`src/rtl/divider_pkg.sv`:
```
// Shared types for the RV32M divider: operation encoding, FSM states and
// small decode helpers used by the datapath.
package divider_pkg;

    typedef enum logic [1:0] {
        DIV  = 2'd0,
        DIVU = 2'd1,
        REM  = 2'd2,
        REMU = 2'd3
    } DivOp;

    typedef enum logic [1:0] {
        IDLE,
        CALC,
        FIXUP,
        DONE
    } DivState;

    function automatic logic is_signed_op(input DivOp op);
        return (op == DIV) || (op == REM);
    endfunction

    function automatic logic is_rem_op(input DivOp op);
        return (op == REM) || (op == REMU);
    endfunction

endpackage

```
`src/rtl/Adder.sv`:
```
// Team adder: WIDTH-bit sum with carry-in and carry-out; used by the divider
// for trial subtraction (a + ~b + 1) and two's-complement negation.
module Adder #(
    parameter int WIDTH = 32
) (
    input  logic [WIDTH-1:0] i_a,
    input  logic [WIDTH-1:0] i_b,
    input  logic             i_carry,
    output logic [WIDTH-1:0] o_sum,
    output logic             o_carry
);

    assign {o_carry, o_sum} = {1'b0, i_a} + {1'b0, i_b} + {{WIDTH{1'b0}}, i_carry};

endmodule

```
`src/rtl/int_divider.sv`:
```
// Multi-cycle radix-2 restoring divider for DIV/DIVU/REM/REMU.
// Divide-by-zero and signed overflow bypass the iteration and finish at once.
module int_divider #(
    parameter int WIDTH = 32
) (
    input  logic             i_clock,
    input  logic             i_reset,
    input  logic             i_start,
    input  logic [1:0]       i_op,
    input  logic [WIDTH-1:0] i_operandA,
    input  logic [WIDTH-1:0] i_operandB,
    output logic             o_busy,
    output logic             o_valid,
    output logic [WIDTH-1:0] o_result
);
    import divider_pkg::*;

    localparam int CNT_W = $clog2(WIDTH);
    localparam logic [WIDTH-1:0] MIN_INT = {1'b1, {(WIDTH-1){1'b0}}};

    DivState          state, state_next;
    DivOp             op;
    logic             sign_a, sign_b;
    logic [WIDTH-1:0] div_mag, rem, quo;
    logic [CNT_W-1:0] cnt;

    // Request decode, evaluated every cycle but only consumed on accept.
    DivOp             in_op;
    logic             in_signed, in_rem, a_neg, b_neg, div_zero, overflow;
    logic [WIDTH-1:0] mag_a, mag_b, special_result;

    always_comb begin
        in_op     = DivOp'(i_op);
        in_signed = is_signed_op(in_op);
        in_rem    = is_rem_op(in_op);
        a_neg     = in_signed & i_operandA[WIDTH-1];
        b_neg     = in_signed & i_operandB[WIDTH-1];
        mag_a     = a_neg ? (~i_operandA + WIDTH'(1)) : i_operandA;
        mag_b     = b_neg ? (~i_operandB + WIDTH'(1)) : i_operandB;
        div_zero  = (i_operandB == '0);
        overflow  = in_signed && (i_operandA == MIN_INT) && (i_operandB == '1);
        if (div_zero)
            special_result = in_rem ? i_operandA : '1;
        else
            special_result = in_rem ? '0 : i_operandA;
    end

    // Partial remainder shifted one place left; its bit WIDTH is rem[WIDTH-1],
    // which the WIDTH-bit adder cannot see, so it is ORed into the no-borrow test.
    logic [WIDTH-1:0] rem_sh, trial;
    logic             trial_carry, no_borrow;

    assign rem_sh    = {rem[WIDTH-2:0], quo[WIDTH-1]};
    assign no_borrow = rem[WIDTH-1] | trial_carry;

    Adder #(.WIDTH(WIDTH)) u_trial (
        .i_a     (rem_sh),
        .i_b     (~div_mag),
        .i_carry (1'b1),
        .o_sum   (trial),
        .o_carry (trial_carry)
    );

    // Sign fixup: only the selected result is ever negated, so one adder suffices.
    logic [WIDTH-1:0] fix_sel, neg_sum, fix_result;
    logic             fix_neg, neg_zero;

    assign fix_sel = is_rem_op(op) ? rem : quo;
    assign fix_neg = is_rem_op(op) ? sign_a : (sign_a ^ sign_b);

    Adder #(.WIDTH(WIDTH)) u_negate (
        .i_a     (~fix_sel),
        .i_b     ({WIDTH{1'b0}}),
        .i_carry (1'b1),
        .o_sum   (neg_sum),
        .o_carry (neg_zero)
    );

    // Carry out means fix_sel was zero, whose negation is itself.
    assign fix_result = (fix_neg && !neg_zero) ? neg_sum : fix_sel;

    always_ff @(posedge i_clock) begin
        if (!i_reset)
            state <= IDLE;
        else
            state <= state_next;
    end

    always_comb begin
        // NOTE: default first so every path assigns state_next and no latch is inferred.
        state_next = state;
        unique case (state)
            IDLE:    if (i_start) state_next = (div_zero || overflow) ? DONE : CALC;
            CALC:    if (cnt == '0) state_next = FIXUP;
            FIXUP:   state_next = DONE;
            DONE:    state_next = IDLE;
            default: state_next = IDLE;
        endcase
    end

    assign o_busy = (state == CALC) || (state == FIXUP);

    always_ff @(posedge i_clock) begin
        if (!i_reset) begin
            o_valid  <= 1'b0;
            o_result <= '0;
        end else begin
            o_valid <= (state == DONE);
            if (state == IDLE && i_start && (div_zero || overflow))
                o_result <= special_result;
            else if (state == FIXUP)
                o_result <= fix_result;
        end
    end

    // NOTE: working registers carry no reset; the FSM never reads them before an accept loads them.
    always_ff @(posedge i_clock) begin
        case (state)
            IDLE: if (i_start) begin
                op      <= in_op;
                sign_a  <= a_neg;
                sign_b  <= b_neg;
                div_mag <= mag_b;
                rem     <= '0;
                quo     <= mag_a;
                cnt     <= CNT_W'(WIDTH - 1);
            end
            CALC: begin
                rem <= no_borrow ? trial : rem_sh;
                quo <= {quo[WIDTH-2:0], no_borrow};
                cnt <= cnt - CNT_W'(1);
            end
            default: ;
        endcase
    end

endmodule
```
`config.mk`:
```
export PLATFORM = sky130hd
export DESIGN_NAME = int_divider
export DESIGN_NICKNAME = d
export VERILOG_FILES = /design/src/rtl/divider_pkg.sv /design/src/rtl/Adder.sv /design/src/rtl/int_divider.sv
export SDC_FILE = /design/constraint.sdc
export NUM_CORES = 1
export LEC_CHECK = 0
export CORE_MARGIN = 3
export CORE_UTILIZATION = 43
export CTS_BUF_LIST = sky130_fd_sc_hd__clkbuf_8 sky130_fd_sc_hd__clkbuf_16
export CTS_CLUSTER_DIAMETER = 100
export DETAILED_ROUTE_END_ITERATION = 16
export PLACE_DENSITY_LB_ADDON = 0.15
export SYNTH_ARGS = -nofsm -noshare
export SYNTH_HDL_FRONTEND = slang
export SYNTH_SLANG_ARGS = --single-unit
```
`constraint.sdc`:
```
create_clock -name i_clock -period 5.9 [get_ports i_clock]
set_input_delay 0.885 -clock i_clock [delete_from_list [all_inputs] [get_ports i_clock]]
set_output_delay 0.885 -clock i_clock [all_outputs]
set_load 0.02 [all_outputs]
```
**Run 1: gate families picked out**

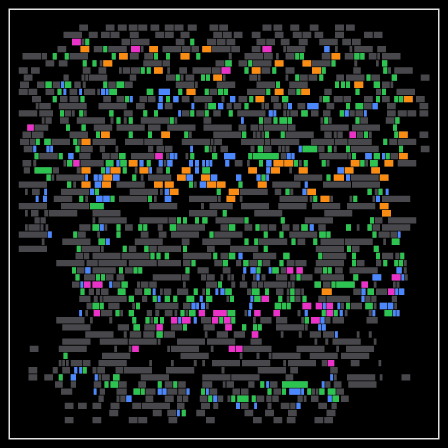
Key: inverting AOI/OAI gates = green [cells 303, most used o21ai_0]; NOR gates = blue [cells 144, most used nor2_1, where spread over the die]; AND-OR and OR-AND gates = magenta [cells 37, most used a21o_1]; multiplexers = orange [cells 58, most used mux2i_1]

**Run 1: power grid**

Pins as bars on the die edge.
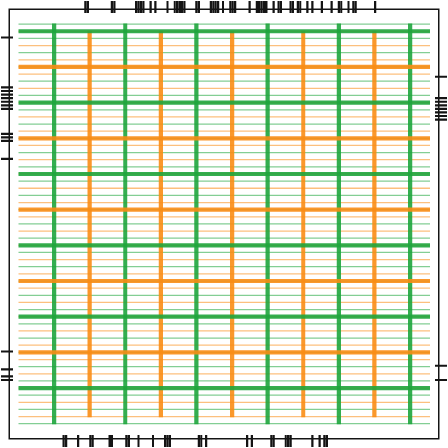
Key: VDD = orange; VSS = green
The core has 56 rows. 11 straps on met5. 103 signal pins sit on the boundary. 57 met1 rails follow the rows.

**Run 1: clock wiring as the flow saved it**

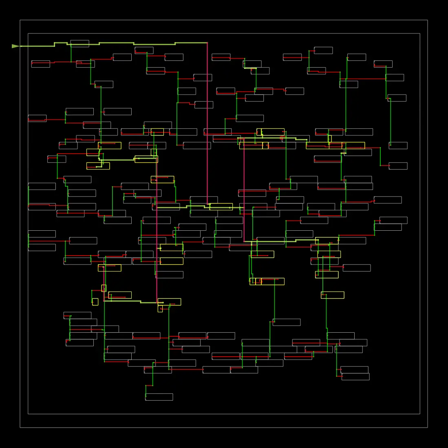
total of clock buffers placed in the layout: 23
Flops: 139
clock latency at the later pin of the worst-skew pair: 0.42 ns
clock sinks: 139

**Run 1: layout detail**

Window x 16 to 66, y 97 to 147 um. Cells in gray, sequential cells in the stronger gray; small squares are vias.
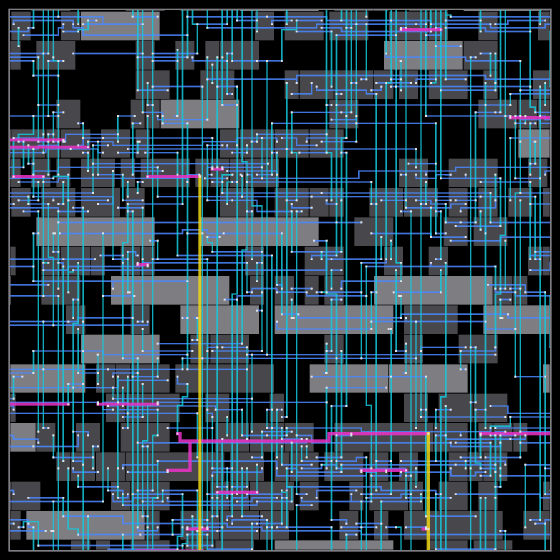
Key: met4 = yellow; met1 = blue; met3 = magenta; met2 = cyan
Sequential cells in the window: 15. 164 logic cells have their middle in the window. Netlist names of flops here include `o_result` (7), `quo` (7). Most frequent: o21ai_0 (22), nand2_1 (17), a21oi_1 (16).

run 1: cells in the final DEF, fill, tap and decap left out, types with 4 or more instances in the layout:
cell type / instances
sky130_fd_sc_hd__o211a_1: 5
sky130_fd_sc_hd__inv_4: 5
sky130_fd_sc_hd__and3_1: 6
sky130_fd_sc_hd__mux2_2: 5
sky130_fd_sc_hd__o22ai_1: 4
sky130_fd_sc_hd__mux2i_1: 53
sky130_fd_sc_hd__edfxtp_1: 104
sky130_fd_sc_hd__maj3_1: 32
sky130_fd_sc_hd__a21o_1: 19
sky130_fd_sc_hd__nand2_1: 112
sky130_fd_sc_hd__nor4_1: 10
sky130_fd_sc_hd__dfxtp_1: 35
sky130_fd_sc_hd__a211oi_1: 8
sky130_fd_sc_hd__nand4_1: 10
sky130_fd_sc_hd__clkbuf_16: 20
sky130_fd_sc_hd__xnor2_1: 58
sky130_fd_sc_hd__o211ai_1: 8
sky130_fd_sc_hd__o21a_1: 6
sky130_fd_sc_hd__inv_1: 56
sky130_fd_sc_hd__nor2b_1: 7
sky130_fd_sc_hd__xor2_1: 56
sky130_fd_sc_hd__o31ai_1: 15
sky130_fd_sc_hd__o21ai_0: 124
sky130_fd_sc_hd__nand3_1: 14
sky130_fd_sc_hd__or3b_2: 15
sky130_fd_sc_hd__nor2_1: 70
sky130_fd_sc_hd__a31oi_1: 13
sky130_fd_sc_hd__or3_1: 4
sky130_fd_sc_hd__ha_1: 39
sky130_fd_sc_hd__clkdlybuf4s50_1: 102
sky130_fd_sc_hd__o41ai_1: 6
sky130_fd_sc_hd__buf_4: 10
sky130_fd_sc_hd__a21oi_1: 102
sky130_fd_sc_hd__nand2b_1: 15
sky130_fd_sc_hd__nor3b_1: 10
sky130_fd_sc_hd__nor3_1: 41
sky130_fd_sc_hd__or3b_1: 10
sky130_fd_sc_hd__and2_1: 5
run 1: area by class of cell:
cell class | count | area [um^2] | share of cell area
Clock inverter | 9 | 50.0 | 0.00401
Inverter | 57 | 214 | 0.0171
Tap cell | 319 | 399 | 0.0320
Multi-Input combinational cell | 934 | 6340 | 0.508
Timing Repair Buffer | 113 | 1120 | 0.0894
Clock buffer | 23 | 542 | 0.0434
Sequential cell | 139 | 3820 | 0.306
run 1: state kept, by name, summed over array words and instances (netlist names):
register / cells
o_valid: 1
div_mag: 32
sign_a: 1
cnt: 5
state: 2
sign_b: 1
quo: 32
o_result: 32
rem: 32
op: 1
run 1: power by group through the flow:
stage | Clock (mW) | Sequential (mW) | Combinational (mW)
CTS | 1.09 | 1.84 | 3.18
detailed placement | 0 | 1.85 | 3.15
finish | 1.08 | 1.83 | 3.17
global route | 1.13 | 1.87 | 3.56
global placement | 0 | 1.85 | 3.13
floorplan | 0 | 1.77 | 2.39
run 1: metal layers:
metal  vias up  global-route usage
met2       200               0.381
met3        42              0.0332
met4         0              0.0719
li1       4514                   -
met1      4279               0.269
met5         -                   0
run 1: through the flow:
step,total power [mW],hold slack (ns),instance area [um^2],util
finish,6.09,0.482,12500,0.523
global route,6.57,0.518,12500,0.523
CTS,6.10,0.484,12500,0.522
detailed placement,5.01,0.473,11900,0.497
global placement,4.98,0.477,11900,0.497
floorplan,4.16,0.500,10600,-
==> run summary, run 1 <==
Implementation summary

STA reports a reg2reg setup slack of 1.82 ns. The power per standard cell area is 488 mW/mm^2. In the synthesized netlist, the cells that appear most often are sky130_fd_sc_hd__o21ai_0, sky130_fd_sc_hd__nand2_1, sky130_fd_sc_hd__edfxtp_1.

The horizontal extent of the die is 163 um. Counting pins that exceed their max-slew limit in the final report gives 0. The final tally of setup violations is 0. The pre-CTS setup slack is 1.54 ns. Detailed routing placed a total of 1.08 mm of wire on met3.

The number of distinct standard cells referenced by the synthesized netlist is 74. Once synthesis finished, the tally of register bits stood at 139. STA lists the startpoint of the worst register-to-register path as op[1]. The wire-length estimate of the detail-placed layout is 21.6 mm. The buffer cell driving the clock tree root is sky130_fd_sc_hd__clkbuf_16.

For reference, the mux area share after synthesis is 0.0553. On the critical path the largest part of the delay comes from AND-OR/OR-AND gates. The buffer and inverter count on the worst path is 1. The and-or/or-and share of the synthesized area is 0.194. Per the placement report, the placed cell count is 1562. The final timing report derives a shortest allowable period of 4.08 ns. The flow ran to the end, and the final reports show no timing, DRC or antenna violations. The post-synthesis sequential area ratio is 0.360. The routed design uses 14.7 mm of met2 wire. Ranked by total cell area, the synthesized netlist is headed by sky130_fd_sc_hd__edfxtp_1, sky130_fd_sc_hd__dfxtp_1, sky130_fd_sc_hd__o21ai_0, sky130_fd_sc_hd__mux2i_1, sky130_fd_sc_hd__ha_1.

The last weighted congestion value of the routability-driven placer is 0.878. The synthesized netlist handed to floorplanning was reported with a cell count of 1194. The worst-case reg-to-reg path depth is 9.

The share of the cycle needed by the critical path after routing is 0.692. The total die size is 0.0266 mm^2. The cell with the most instances after synthesis is sky130_fd_sc_hd__o21ai_0. In this run the tool buffered the top-level ports with 102 buffer cells. The report lists the number of cells resized after CTS as 0. Of the total power, combinational logic draws 0.521. The first global-routing pass estimated 45.4 mm of wire. The critical path goes through buf_4 > mux2i_1 > ha_1 > o221ai_1 > nor2_1 > a41oi_4 > and4_1 > a211oi_1 > a21oi_1. Switching power as a fraction of the total was reported as 0.432.

The I/O pin count is 103. The post-route report lists met1 wire length as 12.4 mm. Global routing finished with a remaining overflow of 0. The max capacitance violation total is 0. The clock transition at the register clock pins on the worst setup and hold paths after CTS is 0.07 ns.

Entering global routing, the biggest net connects 74 pins. Walking the critical path from launch to capture passes 9 cell instances. The worst clock skew on the final layout is 0.0106 ns. The number of standard cells in the final layout excluding fillers is 1594. The net switching power in the latest report is 2.63 mW. The peak clock frequency supported by timing is 0.245 GHz. Among all stages on the critical path, the maximum delay recorded is 0.91 ns. The iteration tally of the first detailed-router pass is 5. In the final layout, the share of cells above drive strength 1 is 0.0698. The routed design has 28.8 mm of wire. The initial antenna violation count is 0.

The total area inside the core boundary comes to 0.0239 mm^2. The initial utilization of the core area, before any placement, comes to 0.444. The critical path endpoint has a required time of 6.17 ns. In this run, the synthesized area fraction spent on and/or/nand/nor cells is recorded as 0.168. The remaining number of nets flagged by the antenna check after routing is 0.

The routed design shows a via density per instance of 5.67. The area share of the largest cell type after synthesis is 0.294. The post-CTS setup buffer count is 0. The startpoint of the most critical setup path is op[1]. The share of total power dissipated in sequential elements is 0.301. The script extracted a total leakage power of 4.58 nW. The number of inserted filler cells in the final layout is 2223. The clock power share is 0.177. The chip area line of the yosys report is 0.0106 mm^2. The max-slew check reports its worst relative slack as 0.184. Once iteration 0 of detailed routing completed, the report listed 645 DRC markers. The post-layout worst setup margin is 1.82 ns. The number of global-route vias before repair was 8747. Before any placement, the netlist area is recorded as 0.0106 mm^2. The cell with the largest stage delay on the worst path is sky130_fd_sc_hd__edfxtp_1. The H-tree was split into 4 levels. The maximum vdd drop is 0.000369 V. The hold-fix buffer count after cts is 0.

The post-synthesis share of cell area spent on xor and xnor gates is 0.0940. The critical-path maximum fanout is 33. The count of unresolved DRC violations after routing is 0. The highest signal layer in the routed design is met4.

The kind of critical path is reg2reg. Each instance of the synthesized netlist takes up on average 8.89 um^2. STA classifies the critical path endpoint as a flip-flop. The overall routing resource usage is 0.216. The most critical min-delay path falls under reg2reg. Dividing the detail-routed wire length by the instance count gives 18.1 um. In the Yosys report the total cell count is 1194.
==> inputs of run 2 (changes only) <==
- clock period: 5.9 -> 3.6 ns (I/O delays scaled with it)
**Run 2: sequential cells colored by netlist name**

Other sequential cells in the stronger gray, the rest of the logic in the fainter gray.
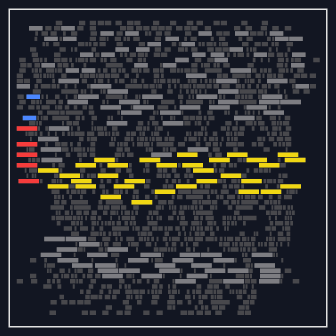
Key: `rem` = yellow [flops 32]; `cnt` = red [flops 5, where middle left]; `state` = blue [flops 2]
Another 100 sequential cells are not colored.
flip-flop and latch power: 2.97 mW
Post-Route Utilization: 0.535
share of the final layout cell area in sequential cells: 0.299
storage element area: 0.00382 mm^2

**Run 2: gate families picked out**

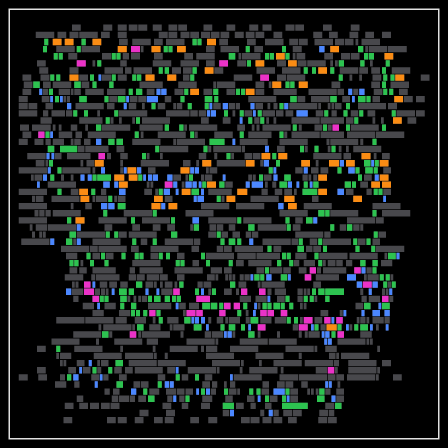
Key: inverting AOI/OAI gates = green [cells 303, most used o21ai_0]; multiplexers = orange [cells 58, most used mux2i_1]; NOR gates = blue [cells 144, most used nor2_1, where spread over the die]; AND-OR and OR-AND gates = magenta [cells 37, most used a21o_1]

**Run 2: power grid**

Pins as bars on the die edge.
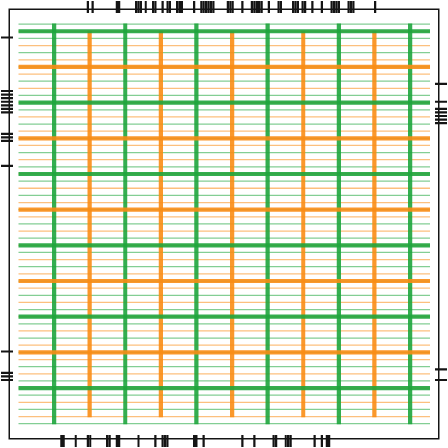
Key: VDD = orange; VSS = green
11 straps on met5. The core has 56 rows. 103 signal pins sit on the boundary. 11 straps on met4.
Die Span X: 163 um
worst IR drop on VDD: 0.000571 V
Die H: 163 um
Placeable Area: 0.0239 mm^2

==> run 2 against run 1 <==
  * Core utilization is 1.3 points higher
  * Setup slack worse by 1.6 ns
  * Fmax is 22% higher
  * Synthesized area stayed put
  * Clock skew is 0.00054 ns lower
  * Synthesized cell count stayed put
  * Sequential share of layout area is 0.72 points lower
  * Routed wire length is 2.2% lower
  * Sequential power is 62% higher
  * Clock-buffer cell count stayed put
  * First-iteration DRC count is 7.6% higher
==> run summary, run 2 <==
Implementation summary

The delay of the slowest cell on the worst path came to 0.54 ns (-0.37 ns). The average wire length per cell after detail routing came to 17.3 um (-4.5%). The post-CTS setup buffer count is 0 (unchanged). The clock power share is 0.169 (-0.008). The count of H-tree levels built during CTS was 4 (unchanged). The worst slew margin relative to its limit is 0.221 (+0.0368). After synthesis, the cell types taking the most area are sky130_fd_sc_hd__edfxtp_1, sky130_fd_sc_hd__dfxtp_1, sky130_fd_sc_hd__o21ai_0, sky130_fd_sc_hd__mux2i_1, sky130_fd_sc_hd__ha_1. The fraction of power spent switching nets was 0.429 (-0.00313). The initial antenna violation count is 0 (unchanged).

The highest metal layer carrying signal wires in the routed design is met4. The proportion of power drawn by combinational gates is 0.538 (+0.017). The overall routing resource usage came to 0.214 (-0.00190).

The share of layout cells above drive strength 1 was 0.0937 (+0.0239). Among cell families on the critical path, the largest total delay comes from simple AND/OR/NAND/NOR gates. The overall overflow remaining after global route is 0 (unchanged). The post-synthesis instance total came to 1194 (unchanged). The static leakage came to 4.78 nW (+4.4%). The met2 wirelength from detailed routing came to 13.9 mm (-5.2%).

The first-pass GRT wire length is 45.3 mm (-0.24%). The total die size is 0.0266 mm^2 (unchanged). The HPWL reported at the end of detailed placement came to 21.3 mm (-1.0%).

The chip area line of the yosys report is 0.0106 mm^2 (unchanged). The number of cell instances after yosys synthesis came to 1194 (unchanged). The worst clock skew on the final layout is 0.0101 ns (-0.000543 ns).

The total wire length was 28.2 mm (-2.2%). The routed length on met1 came to 12.4 mm (about the same). The count of state elements after synthesis is 139 (unchanged).

The buffer cell driving the clock tree root is sky130_fd_sc_hd__clkbuf_16. The last weighted congestion value of the routability-driven placer is 0.921 (+4.9%). The max capacitance violation total is 0 (unchanged). The number of distinct standard cells referenced by the synthesized netlist is 74 (unchanged).

The detailed-route vias per instance is 5.54 (-2.3%). The area of the mapped netlist is 0.0106 mm^2 (unchanged). The share of the cycle needed by the critical path after routing was 0.929 (+0.237). The number of global-route vias before repair is 8746 (-0.011%). For reference, the top cells by count after synthesis are sky130_fd_sc_hd__o21ai_0, sky130_fd_sc_hd__nand2_1, sky130_fd_sc_hd__edfxtp_1. The flow ran to the end, and the final reports show no timing, DRC or antenna violations. The starting density of the core was 0.444 (unchanged). In the setup report, the worst path falls into the class reg2reg. The area share of the largest cell type after synthesis is 0.294 (unchanged). The peak clock frequency supported by timing came to 0.299 GHz (+22%).

The count of pins over their slew limit was 0 (unchanged). The switching power summed over all nets is 4.35 mW (+65%). The required arrival time at the worst endpoint is 3.87 ns (-2.30 ns).

Leaving out fill and tap cells, the most frequent cells in the layout are sky130_fd_sc_hd__o21ai_0, sky130_fd_sc_hd__nand2_1, sky130_fd_sc_hd__edfxtp_1. The most frequent standard cell in the layout excluding fill and tap cells is sky130_fd_sc_hd__o21ai_0. The I/O pin count is 103 (unchanged). The number of instances resized during post-cts repair is 0 (unchanged).

The cell with the most instances after synthesis is sky130_fd_sc_hd__o21ai_0. The met3 layer wire length in the routed design is 894 um (-17%). The pin count of the biggest net entering global routing is 73 (-1.4%). The post-synthesis sequential area ratio was 0.360 (unchanged). The type recorded for the worst min-delay path is reg2reg.

The minimum period implied by the final worst setup slack is 3.35 ns (-0.738 ns). The critical-path maximum fanout is 31 (-6.1%). The power per standard cell area came to 794 mW/mm^2 (+63%). The timing report shows that the slowest cell on the worst path is sky130_fd_sc_hd__or4_4. The mean instance size in the synthesized netlist is 8.89 um^2 (unchanged). The clock latency of the later-clocked register in the worst-skew pair is 0.42 ns (about the same).
[run 2: cells by family (layout without fill, tap and decap cells)]
kind of cell / count (synthesis) / after routing / synth area share
buffers and inverters: 121 / 240 / 0.0475
adder cells (fa/ha/maj): 74 / 74 / 0.0804
AND-OR/OR-AND: 340 / 340 / 0.194
AND/OR/NAND/NOR: 348 / 348 / 0.168
flip-flops: 139 / 139 / 0.360
XOR/XNOR: 114 / 114 / 0.0940
multiplexers: 58 / 58 / 0.0553
[run 2: final timing paths]
check / startpoint / to / cells past startpoint
setup / recovery: rem[13] / rem[3] / 11
setup reg to reg: rem[13] / rem[3] / 11
hold reg to reg: o_result[27] / o_result[27] / 2
hold / removal: o_result[27] / o_result[27] / 2
[run 2: area by class of cell]
type / instances / area, um^2
inverter: 57 / 214
fill: 2243 / 11100
tap: 319 / 399
timing repair buffer: 151 / 1440
multi-input combinational: 934 / 6330
clock buffer: 23 / 542
sequential: 139 / 3820
clock inverter: 9 / 40.0
[run 2: power groups by stage]
| stage | clock, mW | combinational [mW] | sequential (mW) |
|---|---|---|---|
| 2_1_floorplan | 0 | 3.93 | 2.87 |
| 4_1_cts | 1.75 | 5.49 | 2.98 |
| 3_5_place_dp | 0 | 5.46 | 3.01 |
| 5_1_grt | 1.82 | 6.11 | 3.04 |
| 6_report | 1.72 | 5.46 | 2.97 |
| 3_3_place_gp | 0 | 5.38 | 3.00 |
[run 2: tightest hold or removal path, stage by stage (launching register included)]
cell                      delay, ns
sky130_fd_sc_hd__dfxtp_1       0.31
sky130_fd_sc_hd__nand2_1       0.05
sky130_fd_sc_hd__a31oi_1       0.07
[run 2: metrics by stage]
stage / hold WS (ns) / worst slack, ns / area [um^2] / std cells / total power [mW]
2_1_floorplan: 0.500 / 0.257 / 10600 / 1194 / 6.80
3_3_place_gp: 0.475 / 0.156 / 12200 / 1600 / 8.38
3_5_place_dp: 0.477 / 0.0754 / 12200 / 1600 / 8.47
4_1_cts: 0.486 / 0.256 / 12800 / 1632 / 10.2
5_1_grt: 0.511 / 0.100 / 12800 / 1632 / 11.0
6_report: 0.482 / 0.254 / 12800 / 1632 / 10.1
[run 2: routing by layer]
metal / track usage / up-vias
met3: 0.0294 / 52
met5: 0 / -
met2: 0.366 / 186
li1: - / 4576
met1: 0.272 / 4222
met4: 0.0888 / 0
Power figures rest on the tool's default switching activity, not on a simulated workload.
